## src/rtl/module_mux_display.sv

```systemverilog
// ---------------------------------------------------------------------------
// module_mux_display
//
// Time-multiplexed driver for a 4-digit, common-anode 7-segment display.
// The four BCD digits coming from the binary-to-BCD converter are latched
// into a holding register whenever the converter flags them as valid. A
// refresh counter then sweeps a 2-bit digit index across units, tens,
// hundreds and thousands. Each digit stays lit for REFRESH_DIV clock cycles.
//
// Parameters
//   REFRESH_DIV    : clock cycles each digit stays lit (legal range 2..65535)
//
// Optional feature macro
//   LEADING_ZERO_BLANK_EN : when defined, leading zero digits from thousands
//                           down to tens are blanked. Their anode is still
//                           scanned. The units digit is always shown.
//
// Ports
//   clk            : system clock; all state changes on the rising edge
//   rst            : asynchronous, active-low reset
//   unidades_input : BCD units digit
//   decenas_input  : BCD tens digit
//   centenas_input : BCD hundreds digit
//   millares_input : BCD thousands digit
//   listo          : converter-done flag; the digits are valid while high
//   an_output      : anode enables, active-low; bit0 = units, bit3 = thousands
//   seg_output     : cathodes, active-low, ordered {g,f,e,d,c,b,a}
//
// Handshake
//   listo is a valid-only qualifier and has no ready. On every rising edge
//   where listo = 1, all four digits are captured. While listo = 0 the held
//   copy is kept. If listo stays high, the held copy tracks the inputs on
//   every cycle. A capture never disturbs the scan position or dwell count.
// ---------------------------------------------------------------------------
module module_mux_display #(
    parameter int REFRESH_DIV = 27000
) (
    input  logic       clk,
    input  logic       rst,
    input  logic [3:0] unidades_input,
    input  logic [3:0] decenas_input,
    input  logic [3:0] centenas_input,
    input  logic [3:0] millares_input,
    input  logic       listo,
    output logic [3:0] an_output,
    output logic [6:0] seg_output
);

    localparam logic [15:0] CNT_LAST = 16'(REFRESH_DIV - 1);

    logic [3:0]  held_u;
    logic [3:0]  held_d;
    logic [3:0]  held_c;
    logic [3:0]  held_m;
    logic [15:0] refresh_cnt;
    logic [1:0]  digit_idx;

    logic [3:0]  digit_sel;
    logic        blank;
    logic [3:0]  an_next;
    logic [6:0]  seg_next;

    // Active-low decode in hex. Values 10..15 are not legal BCD, so they
    // show a dash (only segment g lit).
    function automatic logic [6:0] bcd_to_seg(input logic [3:0] v);
        logic [6:0] s;
        case (v)
            4'd0:    s = 7'h40;
            4'd1:    s = 7'h79;
            4'd2:    s = 7'h24;
            4'd3:    s = 7'h30;
            4'd4:    s = 7'h19;
            4'd5:    s = 7'h12;
            4'd6:    s = 7'h02;
            4'd7:    s = 7'h78;
            4'd8:    s = 7'h00;
            4'd9:    s = 7'h10;
            default: s = 7'h3F;
        endcase
        return s;
    endfunction

    // Holding register, refresh counter and digit index.
    always_ff @(posedge clk or negedge rst) begin
        if (!rst) begin
            held_u      <= '0;
            held_d      <= '0;
            held_c      <= '0;
            held_m      <= '0;
            refresh_cnt <= '0;
            digit_idx   <= '0;
        end else begin
            if (listo) begin
                held_u <= unidades_input;
                held_d <= decenas_input;
                held_c <= centenas_input;
                held_m <= millares_input;
            end
            // The wrap cycle of the counter moves the index. The 2-bit
            // index rolls from 3 back to 0 on its own.
            if (refresh_cnt == CNT_LAST) begin
                refresh_cnt <= '0;
                digit_idx   <= digit_idx + 2'd1;
            end else begin
                refresh_cnt <= refresh_cnt + 16'd1;
            end
        end
    end

    // Digit select and anode pattern for the current index.
    always_comb begin
        digit_sel = held_u;
        an_next   = 4'b1110;
        case (digit_idx)
            2'd0: begin digit_sel = held_u; an_next = 4'b1110; end
            2'd1: begin digit_sel = held_d; an_next = 4'b1101; end
            2'd2: begin digit_sel = held_c; an_next = 4'b1011; end
            2'd3: begin digit_sel = held_m; an_next = 4'b0111; end
            default: begin digit_sel = held_u; an_next = 4'b1110; end
        endcase
    end

`ifdef LEADING_ZERO_BLANK_EN
    // A slot is a leading zero when it and every more significant digit
    // are zero. The units slot is never blanked.
    always_comb begin
        blank = 1'b0;
        case (digit_idx)
            2'd3:    blank = (held_m == 4'd0);
            2'd2:    blank = (held_m == 4'd0) && (held_c == 4'd0);
            2'd1:    blank = (held_m == 4'd0) && (held_c == 4'd0) &&
                             (held_d == 4'd0);
            default: blank = 1'b0;
        endcase
    end
`else
    assign blank = 1'b0;
`endif

    assign seg_next = blank ? 7'h7F : bcd_to_seg(digit_sel);

    // Output register. The pins see only flops. They are blank during reset
    // and follow index or held-digit changes one cycle later.
    always_ff @(posedge clk or negedge rst) begin
        if (!rst) begin
            an_output  <= 4'hF;
            seg_output <= 7'h7F;
        end else begin
            an_output  <= an_next;
            seg_output <= seg_next;
        end
    end

endmodule

```

## config.mk

```make
export PLATFORM = sky130hd
export DESIGN_NAME = module_mux_display
export DESIGN_NICKNAME = d
export VERILOG_FILES = /design/src/rtl/module_mux_display.sv
export SDC_FILE = /design/constraint.sdc
export NUM_CORES = 1
export LEC_CHECK = 0
export ABC_AREA = 1
export CAP_MARGIN = 20
export CORE_AREA = 2 2 50 88
export DETAILED_ROUTE_END_ITERATION = 7
export DIE_AREA = 0 0 52 90
export PLACE_DENSITY = 0.84
export SLEW_MARGIN = 40
export SYNTH_ARGS = -nofsm -noshare
export SYNTH_HDL_FRONTEND = slang
export SYNTH_SLANG_ARGS = --single-unit
```

## constraint.sdc

```tcl
create_clock -name clk -period 4 [get_ports clk]
set_input_delay 0.6 -clock clk [delete_from_list [all_inputs] [get_ports clk]]
set_output_delay 0.6 -clock clk [all_outputs]
set_load 0.02 [all_outputs]
```

run_1/registers.png
Other sequential cells in the stronger grey, the rest of the logic in the fainter grey.
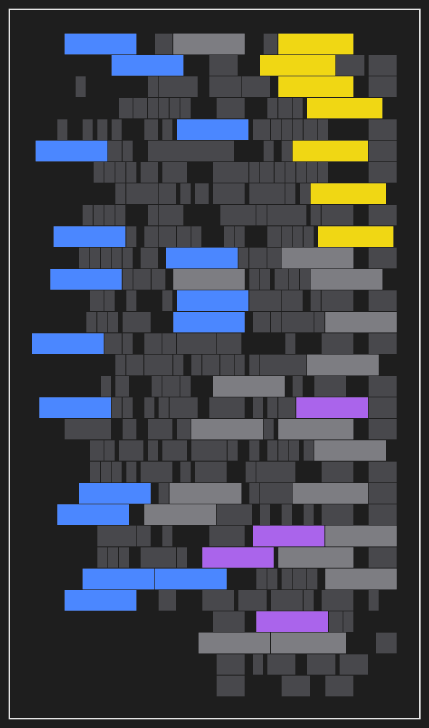
- seg_output: yellow (flops 7; where north-east)
- refresh_cnt: blue (flops 16)
- held_c: purple (flops 4)

run_1/port_nets.png
Bar = 20 um.
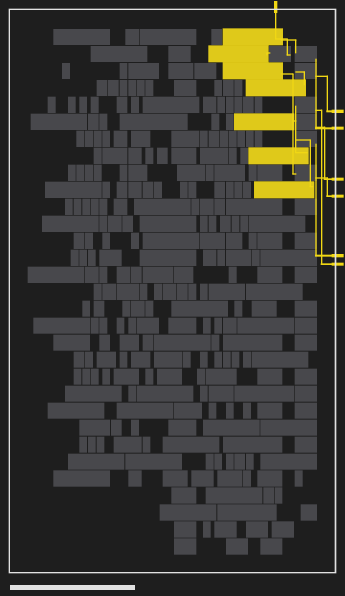
- seg_output: yellow (bits 7; direction output; edge 6 east, 1 north; end cells 7; buffers 7; wire 142 um)
Port Buffers: 29
number of I/O pins: 30

run_1/clock_map.png
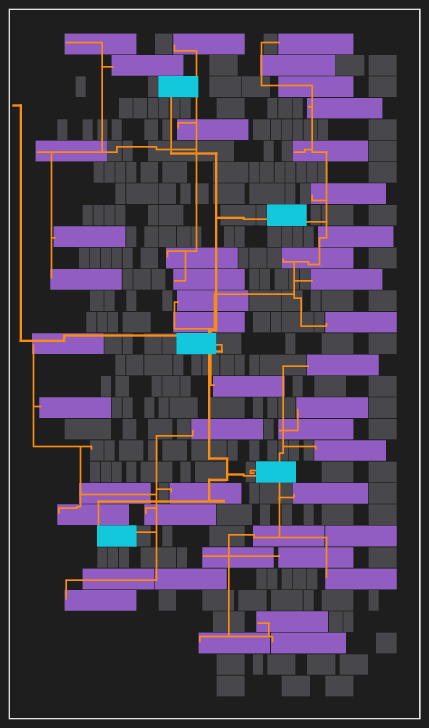
- cells driving clock nets: cyan (count 5)
- clock wires: orange (length 545 um)
- flip-flops: purple (count 45)
- flops lie: widely spread
- routed clock nets: 6
Clock net power: 0.338 mW
worst-skew pair later-pin latency: 0.30 ns

==> flow_summary_export.csv, run 1 <==
group,metric,value,unit
status,status,"complete, no violations",
floorplan,fp.dieH,90,um
setup_path,worstPathArrival,1.43,ns
setup_path,reg2reg_depth,13,
grt,grt_usage,22.06,%
yosys,yosys_warnings,0,
setup_path,r2r-end,"seg_output[3]$_DFF_PN1_",
yosys,yosysTopAreaCell,"dfrtp_1",
power_and_ir_drop,vdd_ir_drop_max,241.3,uV
grt,grt_pass1_wl,7.762,mm
yosys,common_cells,"58 x nand2_1, 34 x dfrtp_1, 28 x inv_1",
drt,wl_met1,1.617,mm
setup_path,path_depth,1,
final_layout,drive_gt1_share,21.30,%
setup_path,crit_path_end,"seg_output[5]",
setup_path,cp_data_required_time,3.40,ns
floorplan,rows,31,
yosys,ys_area,2235,sq um
placement,place_inst,318,
drt,drt-total-wl,4.564,mm
power_and_ir_drop,power,0.9657,mW
floorplan,core,3995,sq um
setup_path,critPathTopFamily,"buffers and inverters",
sta,rsz0062_at_grt,"false",
drt,route.met3.wl,165,um
sta,period_minus_slack,2.034,ns
yosys,synth-edff-count,0,
drt,avgRoutedWirePerCell,14.00,um
yosys,top_logic_kind,"simple AND/OR/NAND/NOR gates",
setup_path,critical_path_buf_inv_count,1,
final_layout,final_cell_mix,"58 x nand2_1, 34 x dfrtp_1, 28 x inv_1, 28 x clkdlybuf4s50_1, 25 x nor2_1",
setup_path,critPathMaxStageDelay,0.61,ns
clock_tree,clock-sinks,45,
grt,grt_pass1_vias,1811,
sta,hold_viol_final,0,
clock_tree,cts.htree.levels,2,
drt,wl_met2,2.613,mm
drt,avgViaCountPerCell,5.248,
clock_tree,cts_tree,"done",
floorplan,fp_util,55.93,%
sta,slew_viol_final,0,
sta,setup_viol,0,
clock_tree,numCtsBuffers,5,
yosys,ys_sh_mux,7.055,%
grt,antenna_found_initial,0,
yosys,async_reset_ff_share,100.0,%
placement,gp_congestion,0.9867,
drt,drtPass1Iterations,4,
yosys,top_cells_by_area,"dfrtp_1 38%, dfstp_2 13%, nand2_1 9.7%, mux2_2 7.1%, inv_1 4.7%",
yosys,synthAdderAreaFrac,4.479,%
job,warnings,31,
yosys,yosysMostFrequentCell,"nand2_1",
setup_path,end_kind,"output pin",
drt,vias,1711,
clock_tree,cts_hold_buf,0,
yosys,ys_types,28,
job,drv_cap,0,
sta,setup_slack,1.966,ns
yosys,synth_stat.cells,242,
setup_path,cp_max_fo,1,
setup_path,cp_slowest_cell,"clkdlybuf4s50_1",
placement,hpwl,3.272,mm
floorplan,die_w,52,um
sta,period_used_share,50.85,%
setup_path,regToRegStartpoint,"digit_idx[0]$_DFFE_PN0N_",
grt,overflow,0,
sta,slew_headroom,47.92,%
yosys,postSynthSeqShare,51.01,%
sta,fmax,491.6,MHz
placement,pre_cts_slack,1.881,ns
## run 1: final cells by class
class                           count  area (sq um)
Timing Repair Buffer               29         287.8
Tap cell                           49         61.31
Multi-Input combinational cell    159         942.2
Sequential cell                    45          1140
Clock inverter                      2         35.03
Clock buffer                        6         72.57
Inverter                           36         142.6
Fill cell                         334          1314
## run 1: layer usage
layer / track usage [%] / vias up
li1: - / 825
met2: 38.61 / 55
met3: 4.319 / 19
met5: 0 / -
met4: 14.91 / 0
met1: 22.04 / 812
## run 1: power breakdown
part / internal [mW] / switching (mW) / total (mW)
Combinational: 0.0619 / 0.0648 / 0.127
Clock: 0.185 / 0.153 / 0.338
Sequential: 0.490 / 0.0111 / 0.501
==> run 1 -> run 2 <==
--- a/config.mk
+++ b/config.mk
@@ -7,10 +7,10 @@
 export LEC_CHECK = 0
 export ABC_AREA = 1
 export CAP_MARGIN = 20
-export CORE_AREA = 2 2 50 88
+export CORE_AREA = 2 2 55 95
 export DETAILED_ROUTE_END_ITERATION = 7
-export DIE_AREA = 0 0 52 90
-export PLACE_DENSITY = 0.84
+export DIE_AREA = 0 0 57 97
+export PLACE_DENSITY = 0.75
 export SLEW_MARGIN = 40
 export SYNTH_ARGS = -nofsm -noshare
 export SYNTH_HDL_FRONTEND = slang
==> constraint.sdc (replaced) <==
create_clock -name clk -period 1.8 [get_ports clk]
set_input_delay 0.27 -clock clk [delete_from_list [all_inputs] [get_ports clk]]
set_output_delay 0.27 -clock clk [all_outputs]
set_load 0.02 [all_outputs]
run_2/final_congestion.png
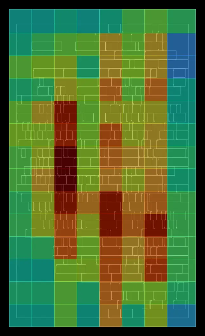
Avg WL per Cell: 14.34 um
GRT Util Overall: 18.79%
Final Core Density: 60.34%
met2 usage: 36.43%
GR met3 Demand/Resource: 2.941%

run_2/port_nets.png
Bar = 20 um.
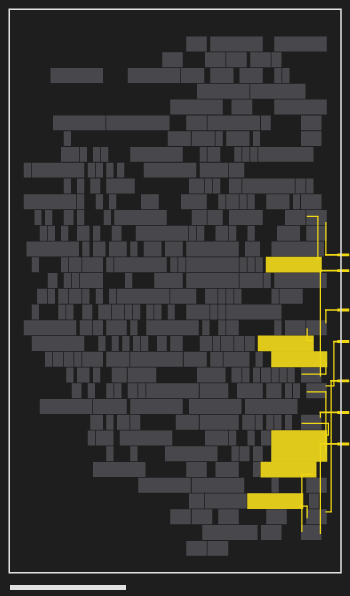
- seg_output: yellow (bits 7; direction output; edge east; end cells 7; buffers 7; wire 144 um)

run_2/clock_map.png
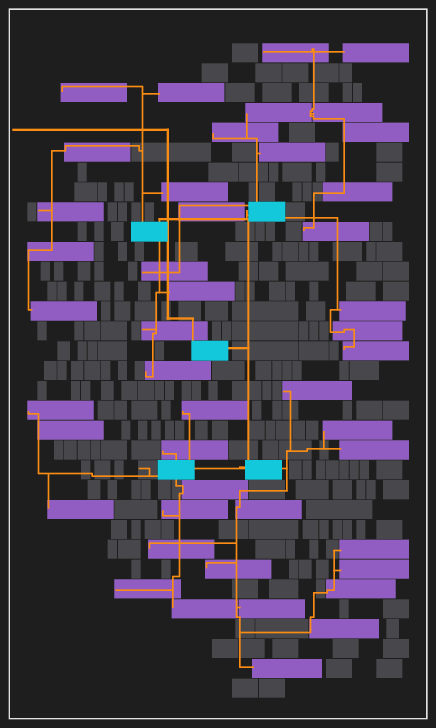
- flip-flops: purple (count 45)
- cells driving clock nets: cyan (count 5)
- clock wires: orange (length 548 um)
- flops lie: widely spread
- routed clock nets: 6
Clock net power: 0.803 mW
Clock power frac: 36.2%
clk_skew: 0.008818 ns

==> run 2 against run 1 <==
Against the previous run: critical endpoint is now an_output[0]; first-iteration DRC count down 62%; via count is 3.3% higher; die area is 18% higher; count of clock-buffer cells in the layout unchanged; clock skew is 0.0020 ns higher; area after synthesis stayed put; clock power up 140%; combinational power up 140%; register-to-register slack worse by 2.0 ns; sequential power grew 120%; wire length rose by 5.9%; final area increased by 5.9%; critical path type unchanged.
==> flow_summary_export.csv, run 2 <==
group,metric,value,unit
status,status,"complete, no violations",
setup_path,cp_max_fo,1,
placement,portBuffers,29,
setup_path,crit_path_start,"an_output[0]$_DFF_PN1_",
final_layout,final_cell_mix,"56 x nand2_1, 34 x dfrtp_1, 28 x clkdlybuf4s50_1",
floorplan,fp_util,47.47,%
sta,period_minus_slack,1.711,ns
floorplan,core,4707,sq um
drt,route.met3.wl,121,um
sta,period_used_share,95.06,%
setup_path,critPathMaxStageDelay,0.60,ns
final_layout,nFlopsAndLatches,45,
yosys,top_cells_by_area,"dfrtp_1 38%, dfstp_2 13%, nand2_1 9.7%, mux2_2 7.1%, inv_1 4.7%",
sta,slew_viol_final,0,
yosys,synthAoiAreaFrac,5.263,%
final_layout,comb_share,35.64,%
setup_path,cp_data_required_time,1.53,ns
clock_tree,clock-sinks,45,
final_layout,final_area,2840,sq um
clock_tree,numCtsBuffers,5,
drt,drc,0,
power_and_ir_drop,vdd_ir_drop_max,684.7,uV
placement,gp_congestion,0.9145,
setup_path,critical_path_buf_inv_count,1,
yosys,top_logic_kind,"simple AND/OR/NAND/NOR gates",
placement,placed_cell_area,2610,sq um
drt,drt_iter0_drc,25,
drt,wl_met2,2.824,mm
final_layout,inverters,36,
sta,hold_viol_final,0,
setup_path,path_depth,1,
final_layout,fin_nets,311,
grt,gr-max-usage-layer,"met2",
drt,drtPass1Iterations,4,
yosys,synth_nets,269,
clock_tree,cts_tree,"done",
yosys,synth_stat.cells,242,
power_and_ir_drop,power,2.221,mW
setup_path,end_kind,"output pin",
power_and_ir_drop,p_leak,1.322,nW
clock_tree,cts.htree.levels,2,
yosys,async_reset_ff_share,100.0,%
final_layout,final_common_cell,"nand2_1",
setup_path,cp_slowest_cell,"clkdlybuf4s50_1",
final_layout,drive_gt1_share,28.07,%
floorplan,rows,33,
final_layout,n_antenna_cell,0,
final_layout,sh_seq_area,40.13,%
final_layout,dominant_cells,"sequential cells",
drt,vias,1768,
yosys,postSynthSeqShare,51.01,%
worst_hold_path,hp-class,"input port to async pin",
drt,drt-total-wl,4.834,mm
setup_path,crit_chain,"clkdlybuf4s50_1",
yosys,yosysTopAreaCell,"dfrtp_1",
grt,grt_max_degree,25,
grt,antenna_found_initial,0,
clock_tree,clk_transition_reported_paths,0.09,ns
clock_tree,cts_root_buffer,"clkbuf_8",
setup_path,worstSetupPathType,"flip-flop to output pin",
grt,grt_pass1_wl,8.024,mm
setup_path,worstPathArrival,1.44,ns
yosys,synthesis.area,2235,sq um
sta,worst_slew_pin_slew,0.5106,ns
final_layout,regArea,1140,sq um
floorplan,fp.dieH,97,um
final_layout,reg_top3,"refresh_cnt x16, seg_output x7",
job,drv_cap,0,
setup_path,start_kind,"flip-flop",
yosys,ys.flops,45,
setup_path,reg2reg_depth,12,
setup_path,r2r-end,"seg_output[5]$_DFF_PN1_",
placement,place_inst,324,
setup_path,r2r_slack,0.10,ns
drt,postRouteAntennaNets,0,
yosys,common_cells,"58 x nand2_1, 34 x dfrtp_1, 28 x inv_1",
final_layout,largest_reg_flops,16,
job,warnings,31,
power_and_ir_drop,p_per_area,782.1,nW/um^2
final_layout,clockBufferCount,6,
yosys,ys_types,28,
yosys,ys_area,2235,sq um
grt,use_met1,17.36,%
setup_path,critPathTopFamily,"buffers and inverters",
sta,hold_ws,0.4673,ns
drt,top_layer_used,"met4",
yosys,yosys_warnings,0,
sta,setup_viol,0,
final_layout,regMostFlops,"refresh_cnt",
sta,slew_headroom,65.96,%
final_layout,layout.nonclk_buf_share,12.69,%
setup_path,regToRegStartpoint,"digit_idx[1]$_DFFE_PN0N_",
yosys,synth-edff-count,0,
floorplan,die_area,5529,sq um
yosys,simple_gate_share,23.80,%
final_layout,final-clk-cell-share,4.229,%
yosys,ys_sh_mux,7.055,%
final_layout,fin_cells,337,
floorplan,ioPinCount,30,
final_layout,n_fill_cell,395,
yosys,syn-instance-count,242,
clock_tree,worstSkewPairLatency,0.30,ns
yosys,postSynthAreaPerCell,9.234,sq um
floorplan,n_tap_cell,52,
final_layout,comb_area,1012,sq um
clock_tree,cts_max_path_buffers,2,
sta,setup_slack,0.08889,ns
yosys,synthFlopType,"dfrtp_1",
drt,avgViaCountPerCell,5.246,
yosys,yosysMostFrequentCell,"nand2_1",
yosys,top_area_share,38.07,%
placement,pre_cts_slack,-0.006389,ns
yosys,xor_area_share,1.568,%
yosys,synthAdderAreaFrac,4.479,%
placement,hpwl,3.642,mm
grt,overflow,0,
final_layout,nNonClkBuffers,37,
sta,fin_tns_setup,0,ns
final_layout,area_growth_syn_to_layout,27.10,%
floorplan,die_w,57,um
grt,grt_pass1_vias,1852,
sta,fmax,584.4,MHz
drt,wl_met1,1.644,mm
final_layout,nMultiInputCombCells,159,
setup_path,crit_path_end,"an_output[0]",
## run 2: repair_timing
item | CTS | global route
hold endpoints to repair | 11 | 0
endpoints found under the setup margin | 1 | 4
resized | 3 | 14
hold buffers | 1 | 0
buffers inserted | 0 | 4
pin swaps | 0 | 4
## run 2: power breakdown
| group | internal, mW | switching [mW] |
|---|---|---|
| clock | 0.452 | 0.352 |
| sequential | 1.09 | 0.0267 |
| combinational | 0.153 | 0.150 |
## run 2: worst min-delay path by stage
stage,cells after the start,to
4_1_cts,2,held_d[0]$_DFFE_PN0P_
2_1_floorplan,0,digit_idx[0]$_DFFE_PN0N_
5_1_grt,1,refresh_cnt[0]$_DFF_PN0_
6_report,2,held_d[0]$_DFFE_PN0P_
3_3_place_gp,1,held_d[0]$_DFFE_PN0P_
3_5_place_dp,1,held_d[0]$_DFFE_PN0P_
Power and IR drop assume default switching activity.
